### config.mk
export PLATFORM = sky130hd
export DESIGN_NAME = div_ctrl_flat
export DESIGN_NICKNAME = d
export VERILOG_FILES = /design/src/rtl/div_pkg.sv /design/src/rtl/div_if.sv /design/src/rtl/div_step.sv /design/src/rtl/div_ctrl.sv /design/src/flat_wrapper.sv
export SDC_FILE = /design/constraint.sdc
export NUM_CORES = 1
export LEC_CHECK = 0
export ABC_AREA = 1
export CAP_MARGIN = 20
export CORE_MARGIN = 8
export CORE_UTILIZATION = 59
export CTS_CLUSTER_DIAMETER = 60
export DETAILED_ROUTE_END_ITERATION = 7
export PLACE_DENSITY = 0.9
export SYNTH_ARGS = -nofsm -noshare
export SYNTH_HDL_FRONTEND = slang
export SYNTH_SLANG_ARGS = --single-unit
export TNS_END_PERCENT = 1
### constraint.sdc
create_clock -name clk -period 6.9 [get_ports clk]
set_input_delay 0.69 -clock clk [delete_from_list [all_inputs] [get_ports clk]]
set_output_delay 0.69 -clock clk [all_outputs]
set_load 0.05 [all_outputs]
### src/rtl/div_pkg.sv
// Shared constants and FSM state type for the iterative divider.
package div_pkg;
  localparam int WIDTH      = 32;
  localparam int ITER_COUNT = 32;
  localparam int CNT_W      = 6;

  typedef enum logic [1:0] {IDLE, PREP, ITER, FIX} state_t;
endpackage

### src/rtl/div_if.sv
// Request/result bundle between the pipeline and the divider.
interface div_if;
  import div_pkg::*;

  logic             start;
  logic             is_signed;
  logic             flush;
  logic [WIDTH-1:0] A;
  logic [WIDTH-1:0] B;
  logic             busy;
  logic             done;
  logic             div0;
  logic [WIDTH-1:0] LO;
  logic [WIDTH-1:0] HI;
  logic [CNT_W-1:0] counter;

  modport master (
    output start, is_signed, flush, A, B,
    input  busy, done, div0, LO, HI, counter
  );

  modport slave (
    input  start, is_signed, flush, A, B,
    output busy, done, div0, LO, HI, counter
  );
endinterface

### src/rtl/div_step.sv
// One restoring shift-subtract iteration, purely combinational.
module div_step
  import div_pkg::*;
(
  input  logic [WIDTH-1:0] rem,
  input  logic [WIDTH-1:0] dividend,
  input  logic [WIDTH-1:0] divisor,
  output logic [WIDTH-1:0] rem_next,
  output logic [WIDTH-1:0] dividend_next
);
  logic [WIDTH:0] shifted;
  logic [WIDTH:0] trial;

  // rem < divisor on entry, so the 33-bit trial's top bit is exactly the borrow.
  always_comb begin
    shifted       = {rem, dividend[WIDTH-1]};
    trial         = shifted - {1'b0, divisor};
    rem_next      = trial[WIDTH] ? shifted[WIDTH-1:0] : trial[WIDTH-1:0];
    dividend_next = {dividend[WIDTH-2:0], ~trial[WIDTH]};
  end
endmodule

### src/rtl/div_ctrl.sv
// Multi-cycle signed/unsigned divider: latch, take magnitudes, 32 restoring
// steps, then sign-fix into HI/LO.
module div_ctrl
  import div_pkg::*;
#(
  parameter int WIDTH = 32
) (
  input  logic  clk,
  input  logic  reset,
  div_if.slave  bus
);
  localparam logic [CNT_W-1:0] LAST_STEP = CNT_W'(ITER_COUNT - 1);

  state_t           state, state_next;
  logic [WIDTH-1:0] dvd, dvs, rem;
  logic [WIDTH-1:0] lo, hi;
  logic [WIDTH-1:0] rem_step, dvd_step;
  logic [CNT_W-1:0] cnt;
  logic             sgn, neg_q, neg_r;
  logic             done_q, div0_q;
  logic             accept, zero_req, abort;

  div_step u_step (
    .rem           (rem),
    .dividend      (dvd),
    .divisor       (dvs),
    .rem_next      (rem_step),
    .dividend_next (dvd_step)
  );

  always_ff @(posedge clk or posedge reset) begin
    if (reset) state <= IDLE;
    else       state <= state_next;
  end

  // flush suppresses start in IDLE and aborts any in-flight state.
  always_comb begin
    state_next = state;
    accept     = 1'b0;
    zero_req   = 1'b0;
    abort      = (state != IDLE) && bus.flush;
    unique case (state)
      IDLE: begin
        if (bus.start && !bus.flush) begin
          if (bus.B == '0) begin
            zero_req = 1'b1;
          end else begin
            accept     = 1'b1;
            state_next = PREP;
          end
        end
      end
      PREP: state_next = ITER;
      ITER: if (cnt == LAST_STEP) state_next = FIX;
      FIX:  state_next = IDLE;
      default: state_next = IDLE;
    endcase
    if (abort) state_next = IDLE;
  end

  always_ff @(posedge clk or posedge reset) begin
    if (reset) begin
      dvd    <= '0;
      dvs    <= '0;
      rem    <= '0;
      lo     <= '0;
      hi     <= '0;
      cnt    <= '0;
      sgn    <= 1'b0;
      neg_q  <= 1'b0;
      neg_r  <= 1'b0;
      done_q <= 1'b0;
      div0_q <= 1'b0;
    end else begin
      done_q <= 1'b0;
      div0_q <= 1'b0;
      if (abort) begin
        cnt <= '0;
      end else begin
        unique case (state)
          IDLE: begin
            if (accept) begin
              dvd <= bus.A;
              dvs <= bus.B;
              sgn <= bus.is_signed;
            end else if (zero_req) begin
              done_q <= 1'b1;
              div0_q <= 1'b1;
            end
          end
          PREP: begin
            if (sgn && dvd[WIDTH-1]) dvd <= '0 - dvd;
            if (sgn && dvs[WIDTH-1]) dvs <= '0 - dvs;
            neg_q <= sgn && (dvd[WIDTH-1] ^ dvs[WIDTH-1]);
            neg_r <= sgn && dvd[WIDTH-1];
            rem   <= '0;
            cnt   <= '0;
          end
          ITER: begin
            rem <= rem_step;
            dvd <= dvd_step;
            cnt <= cnt + CNT_W'(1);
          end
          FIX: begin
            lo     <= neg_q ? ('0 - dvd) : dvd;
            hi     <= neg_r ? ('0 - rem) : rem;
            done_q <= 1'b1;
            cnt    <= '0;
          end
          default: cnt <= '0;
        endcase
      end
    end
  end

  assign bus.busy    = (state != IDLE);
  assign bus.done    = done_q;
  assign bus.div0    = div0_q;
  assign bus.LO      = lo;
  assign bus.HI      = hi;
  assign bus.counter = cnt;
endmodule

### src/flat_wrapper.sv
// flat-port wrapper written by rule: the top's interface ports become plain ports
module div_ctrl_flat import div_pkg::*;
#(
  parameter int WIDTH = 32
)
  (clk, reset, bus_start, bus_is_signed, bus_flush, bus_A, bus_B, bus_busy, bus_done, bus_div0, bus_LO, bus_HI, bus_counter);
  div_if bus_i ();
  input  logic clk;
  input  logic reset;
  input wire logic [$bits(bus_i.start)-1:0] bus_start;
  input wire logic [$bits(bus_i.is_signed)-1:0] bus_is_signed;
  input wire logic [$bits(bus_i.flush)-1:0] bus_flush;
  input wire logic [$bits(bus_i.A)-1:0] bus_A;
  input wire logic [$bits(bus_i.B)-1:0] bus_B;
  output wire logic [$bits(bus_i.busy)-1:0] bus_busy;
  output wire logic [$bits(bus_i.done)-1:0] bus_done;
  output wire logic [$bits(bus_i.div0)-1:0] bus_div0;
  output wire logic [$bits(bus_i.LO)-1:0] bus_LO;
  output wire logic [$bits(bus_i.HI)-1:0] bus_HI;
  output wire logic [$bits(bus_i.counter)-1:0] bus_counter;
  assign bus_i.start = bus_start;
  assign bus_i.is_signed = bus_is_signed;
  assign bus_i.flush = bus_flush;
  assign bus_i.A = bus_A;
  assign bus_i.B = bus_B;
  assign bus_busy = bus_i.busy;
  assign bus_done = bus_i.done;
  assign bus_div0 = bus_i.div0;
  assign bus_LO = bus_i.LO;
  assign bus_HI = bus_i.HI;
  assign bus_counter = bus_i.counter;
  div_ctrl #(.WIDTH(WIDTH)) u_core (.clk(clk), .reset(reset), .bus(bus_i));
endmodule
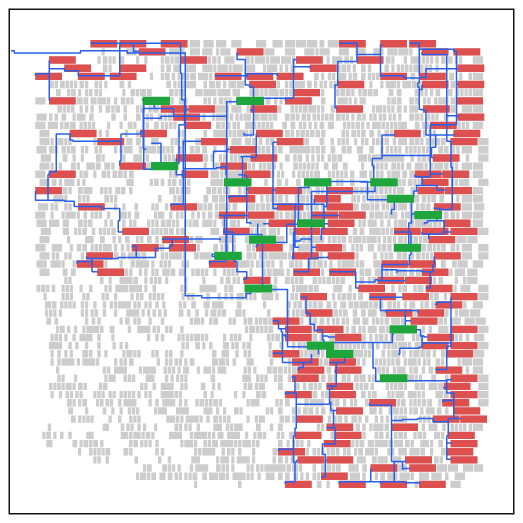
Figure 1: clock distribution.
Scale: 3 px per um.
[blue] clock wires | length: 2310 um
[green] clock-net drivers | count: 17
[red] flip-flops | count: 173
routed clock nets: 18
flops lie: all over the die

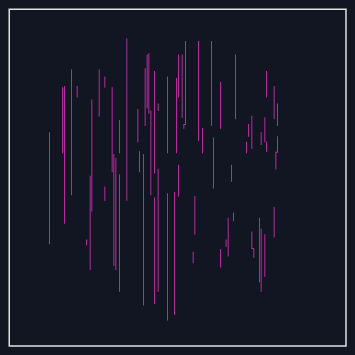
Figure 2: the metal 4 layer.
Scale: 2 px per um.
main direction: vertical
wire length on this layer: 1860 um
longest straight run: 80.9 um
nets with wire on the layer: 55
share of all routed wire: 4.2%

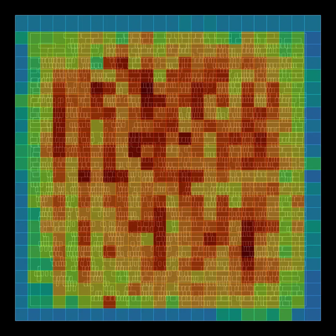
Figure 3: congestion heat map.
GR Util met3: 5.38%
All-Layer GR Usage: 31.8%
GRT Max-Usage Layer: met2

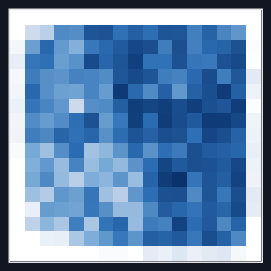
Figure 4: cell density map.
Scale: 1.5 px per um. The die is cut into 17 by 17 equal tiles; white is low, dark blue is high, 0 to 100% covered.
nearly empty tiles: 14%
mean over tiles: 55%
tiles over 75% full: 36%
fullest tile: 99%

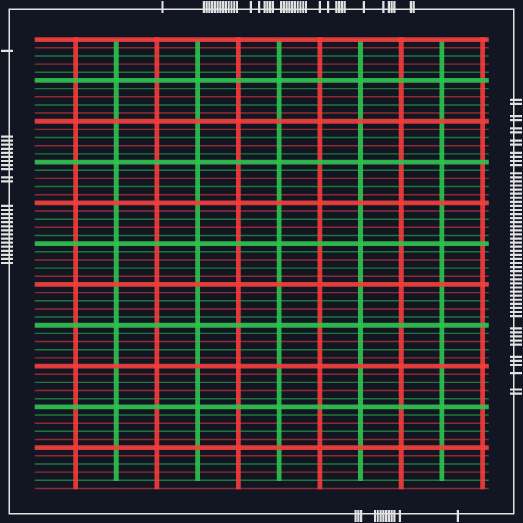
Figure 5: supply network.
Scale: 3 px per um. Pins as bars on the die edge.
| color | net |
|---|---|
| red | VSS |
| green | VDD |
met5 straps: 11
signal pins: 142

==> flow_summary_export.csv <==
group,metric,value,unit
outcome,status,"complete, no violations",
route,dr.pass1.iters,6,
synth,postSynthCellCount,2179,
clock_tree,htree_levels,4,
pwr,swShare,55.0,%
pwr,p_clk_share,14.5,%
cells_and_area,clkbuf_count,18,
pwr,switchingPower,3.94,mW
sta,maxSlewViolCount,0,
critical_path,endpoint_kind,"flip-flop",
critical_path,critical_path_required,7.23,ns
pwr,p_per_area,456,nW/um2
cells_and_area,most-common-layout-cells,"746 x nand2_1, 262 x inv_1, 233 x nor2_1",
critical_path,slowest_delay,0.78,ns
cells_and_area,antenna_cells,0,
cells_and_area,nMultiInputCombCells,1655,
synth,synthDistinctLibCells,49,
critical_path,cp_top_family,"buffers and inverters",
cells_and_area,nNonClkBuffers,150,
floorplanning,pin_count,142,
synth,topCellsByArea,"dfrtp_1 32%, nand2_1 21%, inv_1 7.3%, nand3_1 6.7%, nor2_1 6.5%",
synth,ys_ff,173,
cells_and_area,area_delta_synth_final,16.0,%
clock_tree,clock_sinks,173,
-- worst max path at each step --
stage,startpoint,to,slack [ns],depth (start not counted)
6_report,u_core.state[0],u_core.rem[13],3.63,8
5_1_grt,u_core.state[0],u_core.rem[31],3.47,8
4_1_cts,u_core.state[1],u_core.dvd[3],3.55,6
3_5_place_dp,bus_B[4],u_core.dvd[1],3.21,11
3_3_place_gp,bus_B[4],u_core.dvd[1],3.35,11
2_1_floorplan,reset,u_core.bus.HI[0],1.52,1
-- synthesized netlist by cell type (7+ instances only) --
| cell type | n |
|---|---|
| o21ai_1 | 17 |
| nand2_2 | 7 |
| inv_1 | 264 |
| xnor2_1 | 13 |
| inv_2 | 15 |
| nand3b_1 | 7 |
| ha_1 | 41 |
| o21ai_0 | 142 |
| dfrtp_1 | 173 |
| nor2_2 | 7 |
| nand3_1 | 182 |
| buf_2 | 22 |
| nor3_1 | 19 |
| nand2_1 | 746 |
| a31oi_1 | 9 |
| nor2_1 | 234 |
| a21oi_1 | 99 |
| clkbuf_1 | 37 |
| xor2_1 | 44 |
| nand4_1 | 33 |
-- routing by layer --
layer  vias to the layer above  GRT usage (%)  part of all wire [%]
met5                         -              0                 0.025
met4                         2           14.0                   4.1
met3                       133           5.38                   9.7
met2                       846           49.3                    44
met1                      6695           43.2                    42
li1                       7136              -                     -
-- cell families after synthesis --
| group | after synthesis | synth area share (%) |
|---|---|---|
| adder cells (fa/ha/maj) | 42 | 3.93 |
| XOR/XNOR | 57 | 3.68 |
| buffers and inverters | 351 | 10.1 |
| flip-flops | 173 | 31.9 |
| AND/OR/NAND/NOR | 1260 | 38.7 |
| multiplexers | 1 | 0.0738 |
| AND-OR/OR-AND | 295 | 11.6 |
Power figures rest on the tool's default switching activity, not on a simulated workload.
